**src/rtl/mem_miss_responder.sv**
```systemverilog
// Main-memory responder for I/D cache misses and write-through stores: one transaction at a time,
// fixed access latency, block refill bursts, and single-cycle Ready pulses back to the pipeline.
module mem_miss_responder #(
  parameter int ADDR_W      = 32,
  parameter int DATA_W      = 32,
  parameter int BLOCK_WORDS = 4,
  parameter int MEM_LATENCY = 4,
  localparam int IDX_W      = (BLOCK_WORDS > 1) ? $clog2(BLOCK_WORDS) : 1
) (
  input  logic              clk,
  input  logic              rst,
  input  logic              ireadmiss,
  input  logic [ADDR_W-1:0] iaddr,
  input  logic              abort,
  input  logic              readmiss,
  input  logic [ADDR_W-1:0] raddr,
  input  logic              writemiss,
  input  logic [ADDR_W-1:0] waddr,
  input  logic [DATA_W-1:0] wdata,
  output logic [ADDR_W-1:0] mem_addr,
  output logic              mem_rd,
  output logic              mem_wr,
  output logic [DATA_W-1:0] mem_wdata,
  input  logic [DATA_W-1:0] mem_rdata,
  output logic              fill_valid,
  output logic              fill_target,
  output logic [IDX_W-1:0]  fill_idx,
  output logic [DATA_W-1:0] fill_data,
  output logic              iReadReady,
  output logic              ReadReady,
  output logic              WriteReady,
  output logic              busy
);

  localparam int MAX_CNT = (MEM_LATENCY > BLOCK_WORDS) ? MEM_LATENCY : BLOCK_WORDS;
  localparam int CNT_W   = $clog2(MAX_CNT + 1);
  localparam logic [ADDR_W-1:0] BLK_MASK = ADDR_W'(BLOCK_WORDS * 4 - 1);

  typedef enum logic [2:0] {S_IDLE, S_WAIT, S_BURST, S_WRITE, S_DONE} state_t;
  typedef enum logic [1:0] {T_I, T_D, T_W} req_t;

  state_t            state, state_n;
  req_t              cur_type, type_n;
  logic [CNT_W-1:0]  cnt, cnt_n;
  logic [ADDR_W-1:0] cur_addr, addr_n;
  logic [DATA_W-1:0] cur_wdata, wd_n;

  logic              ireq_q, rreq_q, wreq_q;
  logic              pend_i, pend_d, pend_w;
  logic              pi_n, pd_n, pw_n;
  logic [ADDR_W-1:0] iaddr_q, raddr_q, waddr_q;
  logic [DATA_W-1:0] wdata_q;

  logic              rise_i, rise_d, rise_w;
  logic              pi, pd, pw;
  logic [ADDR_W-1:0] ia, ra, wa;
  logic [DATA_W-1:0] wd;
  logic              i_kill, can_arb;

  // A rise on this edge counts as pending immediately so arbitration can pick it up the same edge.
  always_comb begin
    rise_i  = ireadmiss & ~ireq_q & ~abort;
    rise_d  = readmiss & ~rreq_q;
    rise_w  = writemiss & ~wreq_q;
    pi      = (pend_i | rise_i) & ~abort;
    pd      = pend_d | rise_d;
    pw      = pend_w | rise_w;
    ia      = rise_i ? iaddr : iaddr_q;
    ra      = rise_d ? raddr : raddr_q;
    wa      = rise_w ? waddr : waddr_q;
    wd      = rise_w ? wdata : wdata_q;
    i_kill  = abort && (cur_type == T_I) &&
              (state == S_WAIT || state == S_BURST || state == S_DONE);
    can_arb = (state == S_IDLE) || (state == S_DONE && !i_kill);
  end

  always_comb begin
    state_n = state;
    cnt_n   = cnt;
    type_n  = cur_type;
    addr_n  = cur_addr;
    wd_n    = cur_wdata;
    pi_n    = pi;
    pd_n    = pd;
    pw_n    = pw;
    case (state)
      S_WAIT: begin
        if (cnt == CNT_W'(MEM_LATENCY - 1)) begin
          cnt_n   = '0;
          state_n = (cur_type == T_W) ? S_WRITE : S_BURST;
        end else begin
          cnt_n = cnt + CNT_W'(1);
        end
      end
      S_BURST: begin
        if (cnt == CNT_W'(BLOCK_WORDS - 1)) begin
          cnt_n   = '0;
          state_n = S_DONE;
        end else begin
          cnt_n = cnt + CNT_W'(1);
        end
      end
      S_WRITE: state_n = S_DONE;
      default: state_n = S_IDLE;
    endcase
    if (can_arb) begin
      if (pw) begin
        state_n = S_WAIT;
        cnt_n   = '0;
        type_n  = T_W;
        addr_n  = wa;
        wd_n    = wd;
        pw_n    = 1'b0;
      end else if (pd) begin
        state_n = S_WAIT;
        cnt_n   = '0;
        type_n  = T_D;
        addr_n  = ra;
        pd_n    = 1'b0;
      end else if (pi) begin
        state_n = S_WAIT;
        cnt_n   = '0;
        type_n  = T_I;
        addr_n  = ia;
        pi_n    = 1'b0;
      end
    end
    if (i_kill) begin
      state_n = S_IDLE;
      cnt_n   = '0;
    end
  end

  always_ff @(posedge clk or posedge rst) begin
    if (rst) begin
      state     <= S_IDLE;
      cur_type  <= T_I;
      cnt       <= '0;
      cur_addr  <= '0;
      cur_wdata <= '0;
      ireq_q    <= 1'b0;
      rreq_q    <= 1'b0;
      wreq_q    <= 1'b0;
      pend_i    <= 1'b0;
      pend_d    <= 1'b0;
      pend_w    <= 1'b0;
      iaddr_q   <= '0;
      raddr_q   <= '0;
      waddr_q   <= '0;
      wdata_q   <= '0;
    end else begin
      state     <= state_n;
      cur_type  <= type_n;
      cnt       <= cnt_n;
      cur_addr  <= addr_n;
      cur_wdata <= wd_n;
      ireq_q    <= ireadmiss;
      rreq_q    <= readmiss;
      wreq_q    <= writemiss;
      pend_i    <= pi_n;
      pend_d    <= pd_n;
      pend_w    <= pw_n;
      if (rise_i) iaddr_q <= iaddr;
      if (rise_d) raddr_q <= raddr;
      if (rise_w) begin
        waddr_q <= waddr;
        wdata_q <= wdata;
      end
    end
  end

  // Burst beats replace only the in-block offset, so the address wraps inside the block.
  always_comb begin
    busy        = (state != S_IDLE);
    mem_rd      = (state == S_BURST);
    mem_wr      = (state == S_WRITE);
    fill_valid  = (state == S_BURST);
    fill_target = (state == S_BURST) && (cur_type == T_D);
    fill_idx    = (state == S_BURST) ? cnt[IDX_W-1:0] : '0;
    fill_data   = (state == S_BURST) ? mem_rdata : '0;
    mem_wdata   = (state == S_WRITE) ? cur_wdata : '0;
    mem_addr    = '0;
    if (state == S_BURST)
      mem_addr = (cur_addr & ~BLK_MASK) | (ADDR_W'(cnt[IDX_W-1:0]) << 2);
    else if (state == S_WRITE)
      mem_addr = cur_addr;
    iReadReady  = (state == S_DONE) && (cur_type == T_I);
    ReadReady   = (state == S_DONE) && (cur_type == T_D);
    WriteReady  = (state == S_DONE) && (cur_type == T_W);
  end

endmodule

```
**config.mk**
```make
export PLATFORM = sky130hd
export DESIGN_NAME = mem_miss_responder
export DESIGN_NICKNAME = d
export VERILOG_FILES = /design/src/rtl/mem_miss_responder.sv
export SDC_FILE = /design/constraint.sdc
export NUM_CORES = 1
export LEC_CHECK = 0
export CELL_PAD_IN_SITES_DETAIL_PLACEMENT = 2
export CELL_PAD_IN_SITES_GLOBAL_PLACEMENT = 2
export CORE_ASPECT_RATIO = 1.75
export CORE_MARGIN = 1
export CORE_UTILIZATION = 30
export DETAILED_ROUTE_END_ITERATION = 6
export PLACE_DENSITY = 0.78
export SLEW_MARGIN = 20
export SYNTH_ARGS = -nofsm -noshare
export SYNTH_HDL_FRONTEND = slang
export SYNTH_SLANG_ARGS = --single-unit
```
**constraint.sdc**
```tcl
create_clock -name clk -period 9.9 [get_ports clk]
set_input_delay 2.475 -clock clk [delete_from_list [all_inputs] [get_ports clk]]
set_output_delay 2.475 -clock clk [all_outputs]
set_load 0.02 [all_outputs]
```
run_1/io_fan.png
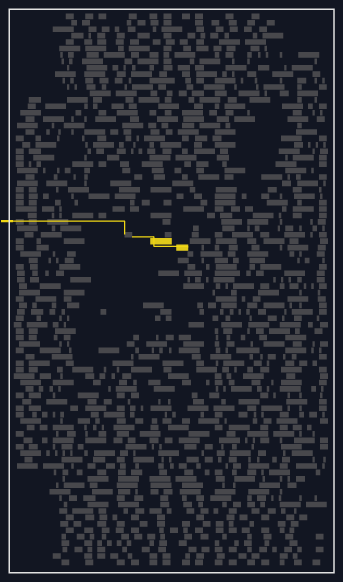
legend:
  readmiss:
    color: yellow
    bits: 1
    direction: input
    edge: left
    end_cells: 2
    buffers: 1
    wire: 81.6 um

run_1/placement_by_type.png
Fill, decap, tap and diode cells in gray.
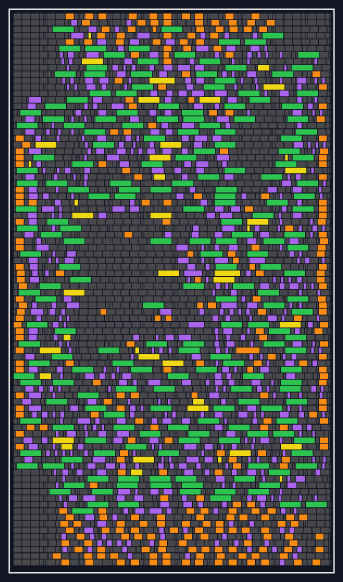
legend:
  other buffers and delay cells:
    color: orange
    cells: 284
    share_of_their_area: 22%
  clock drivers and dummy loads:
    color: yellow
    cells: 40
    share_of_their_area: 5.9%
  flops:
    color: green
    cells: 206
    share_of_their_area: 40%
  combinational and other logic:
    color: purple
    cells: 562
    share_of_their_area: 32%
Core Region: 31,400 um2
post-layout util: 0.425
number of placement rows: 86
flop share of the area: 0.386

==> reports/results.ini, run 1 <==
[outcome]
status = completed

[final_timing]
period_used_share = 0.627
worstMarginPinSlew_ps = 1080
slew_viol_final = 0
rsz0062_at_grt = false
setup_viol = 0
hold-worst-slack_ps = 468
fin_skew_ps = 5.24
fmax_ghz = 0.161
tns_ps = 0
finalHoldViolCount = 0
maxSlewHeadroom = 0.279
setup_slack_ps = 3690
period_minus_slack_ps = 6210

[detailed_routing]
vias_per_cell = 4.93
routedWlPerCell_um = 22.1
wl_met1_um = 12500
first_pass_iters = 4
drcViolationCount = 0
wl_met3_um = 1060

[logic_synthesis]
yosysTopAreaCell = dfrtp_1
syn_area_per_cell_um2 = 11.5
synth_seq_share = 0.540
ys_cells = 828
yosys-stat-area_um2 = 9550
synth.cellmix.adderShare = 0.00131
top_cell = dfrtp_1
ys_warn_count = 0
ys_types = 44
flop_cell = dfrtp_1
async_flop_share = 1.00
simple_gate_share = 0.178
ys_ff = 206
edf_count = 0
synth-compound-area-share = 0.0724

[clock_network]
cts_buffers = 22
cts_tree = yes
cts.path.max_buffers = 3
cts_sinks = 206
clk_pin_slew_worst_paths_ps = 60
clk_latency_ps = 510
holdBufCountCts = 0
postCtsResizedCells = 0
cts_max_level = 1

[critical_path]
crit_family = buffers and inverters
crit_type = primary input to output pin
worstPathMaxFanout = 1
r2r_cells = 6
path_common_cell = clkdlybuf4s50_1
startpoint_type = primary input
cp_cell_sequence = clkdlybuf4s50_1 -> and2_1 -> clkdlybuf4s50_1
slowest_delay_ps = 630
critPathCaptureType = output pin
r2r_start = state[0]
cp.required_ps = 7430

[cells_and_area]
largest_class = registers
final-clk-cell-share = 0.0569
nFillCells = 3220
buffers = 284
n_antenna_cell = 6
inv_count = 6
layout-drive-gt1-share = 0.175
areaGrowthSynthToFinish_pct = 40.0
layout.cells.non_filler = 1494
flops = 206
num-multi-input-gates = 556

[job]
warnings = 28
cap_violations = 0

[hold_path]
hold_path.class = flop to flop
hold_end = wdata_q[11]

[die]
ioPinCount = 272
fp_util = 0.304
die_height_um = 238

[grt]
grt_antenna_before_repair = 6
overflow = 0
met2_usage = 0.388
gr-max-usage-layer = met2

[power_and_ir_drop]
p_leak_nw = 6.00
fin_total_pwr_mw = 3.06

[place]
gp_congestion = 0.766
post_dp_cell_area_um2 = 12600
dp.cells = 1447
pre_cts_ws_ps = 3690
dpl.hpwl_um = 21600

run_1/layer_met3.png
Bar = 50 um.
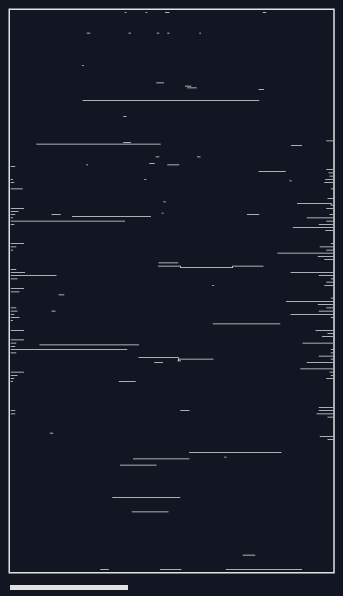
main direction: horizontal
wire length on this layer: 1,060 um
grt met3 use: 0.0253
routed wire length: 33,000 um
vias: 7,363

## run 1: power by group
group	leakage (nW)	internal (mW)	total [mW]	switching (mW)
sequential	2.51	1.06	1.20	0.138
combinational	3.11	0.517	0.986	0.468
clock	0.377	0.523	0.869	0.346
total	6.00	2.10	3.06	0.952
## run 1: sequential cells by signal (all words and copies together) (netlist names)
| name | count |
|---|---|
| waddr_q | 32 |
| cur_wdata | 32 |
| pend_w | 1 |
| iaddr_q | 32 |
| cur_type | 2 |
| wreq_q | 1 |
| cur_addr | 32 |
| rreq_q | 1 |
| pend_i | 1 |
| raddr_q | 32 |
| ireq_q | 1 |
| wdata_q | 32 |
| cnt | 3 |
| state | 3 |
| pend_d | 1 |
## run 1: worst min-delay path, cell delays in order (launching register included)
cell and delay [ps]:
dfrtp_1 320, nand2_1 50, nand2_1 70
## run 1: cells in the final DEF (no fill, tap or decap), types with 3 or more instances in the layout
master and n:
mux2_1 5, a31o_1 3, and2_1 63, mux2_2 87
mux2i_1 4, nor2_1 11, dfrtp_1 205, a31o_2 4
o21ai_0 22, and3b_1 7, diode_2 6, nand3b_1 25
clkbuf_8 6, clkbuf_16 23, mux2_4 36, nor3_1 6
and3_1 35, clkdlybuf4s50_1 270, a221o_1 32, inv_1 5
o21ai_1 5, clkinv_2 3, nand2_1 174, clkbuf_1 5
a21o_1 7, buf_4 12
## run 1: worst max-delay path by stage
stage | from | to | depth (start not counted)
after floorplan | rst | cnt[0] | 1
after global placement | mem_rdata[0] | fill_data[0] | 3
after detailed placement | mem_rdata[11] | fill_data[11] | 3
after CTS | mem_rdata[11] | fill_data[11] | 3
after global routing | mem_rdata[11] | fill_data[11] | 3
final | mem_rdata[11] | fill_data[11] | 3
run_1/layer_met2.png
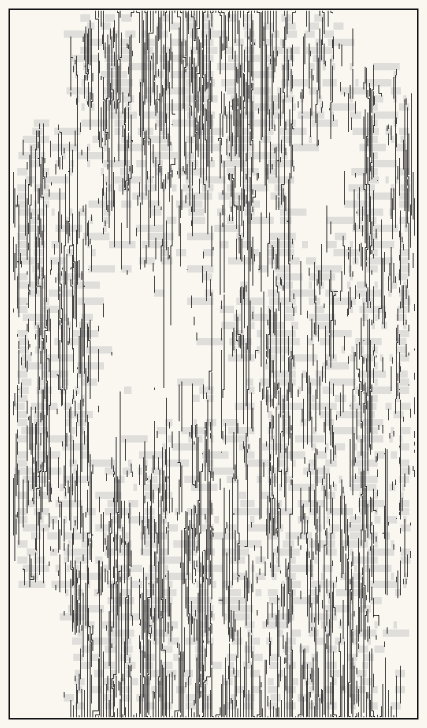

==> run 2: changes to the inputs <==
clock period = 6.35 ns   (was 9.9 ns; I/O delays follow)
run_2/layer_met2.png
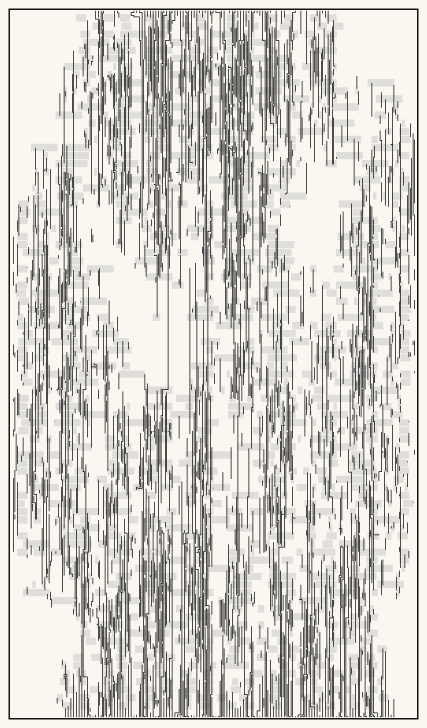
longest straight run: 80.3 um
nets with wire on the layer: 1,158
wire length on this layer: 18,800 um
main direction: vertical

run_2/layer_met3.png
Bar = 50 um.
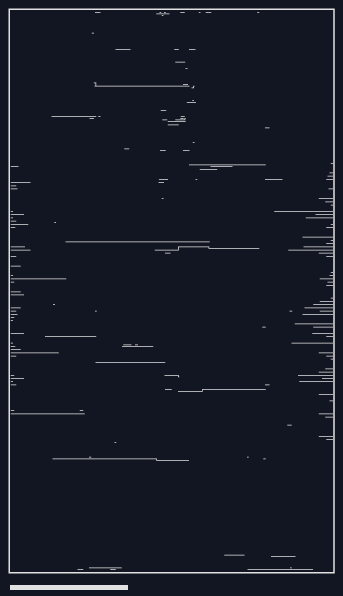
longest straight run: 60.7 um
main direction: horizontal
share of all routed wire: 3.0%
nets with wire on the layer: 119
wire length on this layer: 1,020 um
vias: 7,403
grt met3 use: 0.0219
routed wire length: 33,500 um

==> reports/results.ini, run 2 <==
[outcome]
status = completed

[final_timing]
fmax_ghz = 0.211
period_minus_slack_ps = 4740
hold-worst-slack_ps = 470
rsz0062_at_grt = false
finalHoldViolCount = 0
setup_viol = 0
setup_slack_ps = 1610
worstMarginPinSlew_ps = 1040
period_used_share = 0.746
fin_skew_ps = 13.9
tns_ps = 0
slew_viol_final = 0
maxSlewHeadroom = 0.304

[logic_synthesis]
ys_types = 44
topCellsByArea = dfrtp_1, mux2_2, nand2_1, mux2_4, and2_1
top_cells_by_count = dfrtp_1, nand2_1, mux2_2, and2_1, mux2_4
netlist_area_um2 = 9550
synth_seq_share = 0.540
synth_cells = 828
ys_ff = 206
async_flop_share = 1.00
flop_cell = dfrtp_1
ys_cells = 828
yosys-stat-area_um2 = 9550
synthesis.nets = 995
top_cell = dfrtp_1
yosysTopAreaCell = dfrtp_1
syn_area_per_cell_um2 = 11.5
edf_count = 0
ys_warn_count = 0

[job]
cap_violations = 0
warnings = 28

[cells_and_area]
n_antenna_cell = 12
layout-drive-gt1-share = 0.169
fin_util = 0.422
flop_area_um2 = 5160
areaGrowthSynthToFinish_pct = 39.0
nFillCells = 3270
mostFrequentLayoutCells = clkdlybuf4s50_1, dfrtp_1, nand2_1, mux2_2, and2_1
fin_nets = 1243
clock_buffers = 31
sh_comb_area = 0.308
final-clk-cell-share = 0.0473
fin_area_um2 = 13300
layout.cells.non_filler = 1494
largest_class = registers
inv_count = 6
final_common_cell = clkdlybuf4s50_1
logic_area_um2 = 4090
seq_share = 0.389
area_share_nonclk_buffers = 0.214
buffers = 285
num-multi-input-gates = 556
flops = 206

[power_and_ir_drop]
p_int_mw = 3.15
pwr-share-clk = 0.260
p_comb_frac = 0.332
seq_power_share = 0.407
swShare = 0.319
p_leak_nw = 5.93
p_per_area_nw_per_um2 = 349
fin_total_pwr_mw = 4.62
vdd.ir_drop.worst_uv = 167
power_switching_mw = 1.48

[grt]
grt_pass1_wl_um = 51000
overflow = 0
grt_antenna_before_repair = 12
grt_max_degree = 182

[detailed_routing]
ant_nets = 0
vias_per_cell = 4.96
top_layer_used = met4
routedWlPerCell_um = 22.4
wl_met1_um = 12400
first_pass_iters = 4
drtIter0Drc = 197
drcViolationCount = 0
wl_met2_um = 18800
wl_met3_um = 1020

[place]
gp_congestion = 0.750
post_dp_cell_area_um2 = 12600
pre_cts_ws_ps = 1780
dpl.hpwl_um = 22200
dp.cells = 1448
portBuffers = 271

[die]
ioPinCount = 272
coreArea_um2 = 31400
die_height_um = 238
die_w_um = 137
fp_util = 0.304
dieArea_um2 = 32600
std_cell_rows = 86

[hold_path]
hp-start = wdata_q[13]
hold_end = wdata_q[13]
hold_path.class = flop to flop

[critical_path]
worstPathMaxFanout = 34
r2r_slack_ps = 3460
worstPathArrival_ps = 3150
critPathLaunch = state[1]
r2r_start = state[0]
cp.required_ps = 4760
r2r_cells = 6
r2r_end = cur_addr[6]
startpoint_type = flop
critPathCaptureType = output pin
crit_type = flop to output pin

[clock_network]
cts.path.max_buffers = 3
post-cts-setup-buffers = 0
holdBufCountCts = 0
postCtsResizedCells = 0
cts_tree = yes
cts_buffers = 21
clk_pin_slew_worst_paths_ps = 60
cts_max_level = 1
clk_latency_ps = 510
cts_sinks = 206
cts_root_buf = clkbuf_16

-- run 2: cell count changes in the layout (fill, tap and decap cells not counted) --
cell        previous run  this run
clkbuf_8               6         3
clkinvlp_4             0         1
inv_8                  1         0
clkinv_2               3         1
buf_12                 0         1
inv_6                  1         0
clkbuf_16             23        21
diode_2                6        12
clkbuf_1               5         7
bufinv_16              2         1
-- run 2: how the worst max path moves through the flow --
stage                    endpoint  slack, ps  cells past startpoint
finish              mem_wdata[26]       1610                      5
global route        mem_wdata[26]       1430                      5
global placement      cur_addr[7]       1860                      6
floorplan                  cnt[0]       2090                      1
detailed placement    cur_addr[6]       1780                      6
CTS                   fill_idx[1]       1500                      4
-- run 2: power by group through the flow --
stage	sequential, mW	clock (mW)	combinational, mW
CTS	1.89	1.24	1.57
global placement	1.88	0	1.49
finish	1.88	1.20	1.54
floorplan	1.78	0	1.12
detailed placement	1.90	0	1.55
global route	1.93	1.28	1.66
-- run 2: kinds of logic (layout without fill, tap and decap cells) --
kind of cell,count (synthesis),count (layout),synth area share
and+or+nand+nor,335,335,0.178
DFF,206,206,0.540
muxes,132,132,0.169
AOI/OAI and AO/OA,86,86,0.0724
buffers and inverters,66,324,0.0374
xor gates and xnor gates,2,2,0.00184
adders and majority gates,1,1,0.00131
other,0,12,0
-- run 2: per-layer routing --
layer  up-vias  global-route usage
li1       3335                   -
met2       177               0.392
met3        64              0.0219
met4         0               0.105
met5         -                   0
met1      3827               0.226
-- run 2: critical path, stage by stage (launching register included) --
cell	delay (ps)
dfrtp_1	480
inv_1	160
nor2_4	660
buf_4	460
and3_1	260
clkdlybuf4s50_1	620
Power and IR drop assume default switching activity.
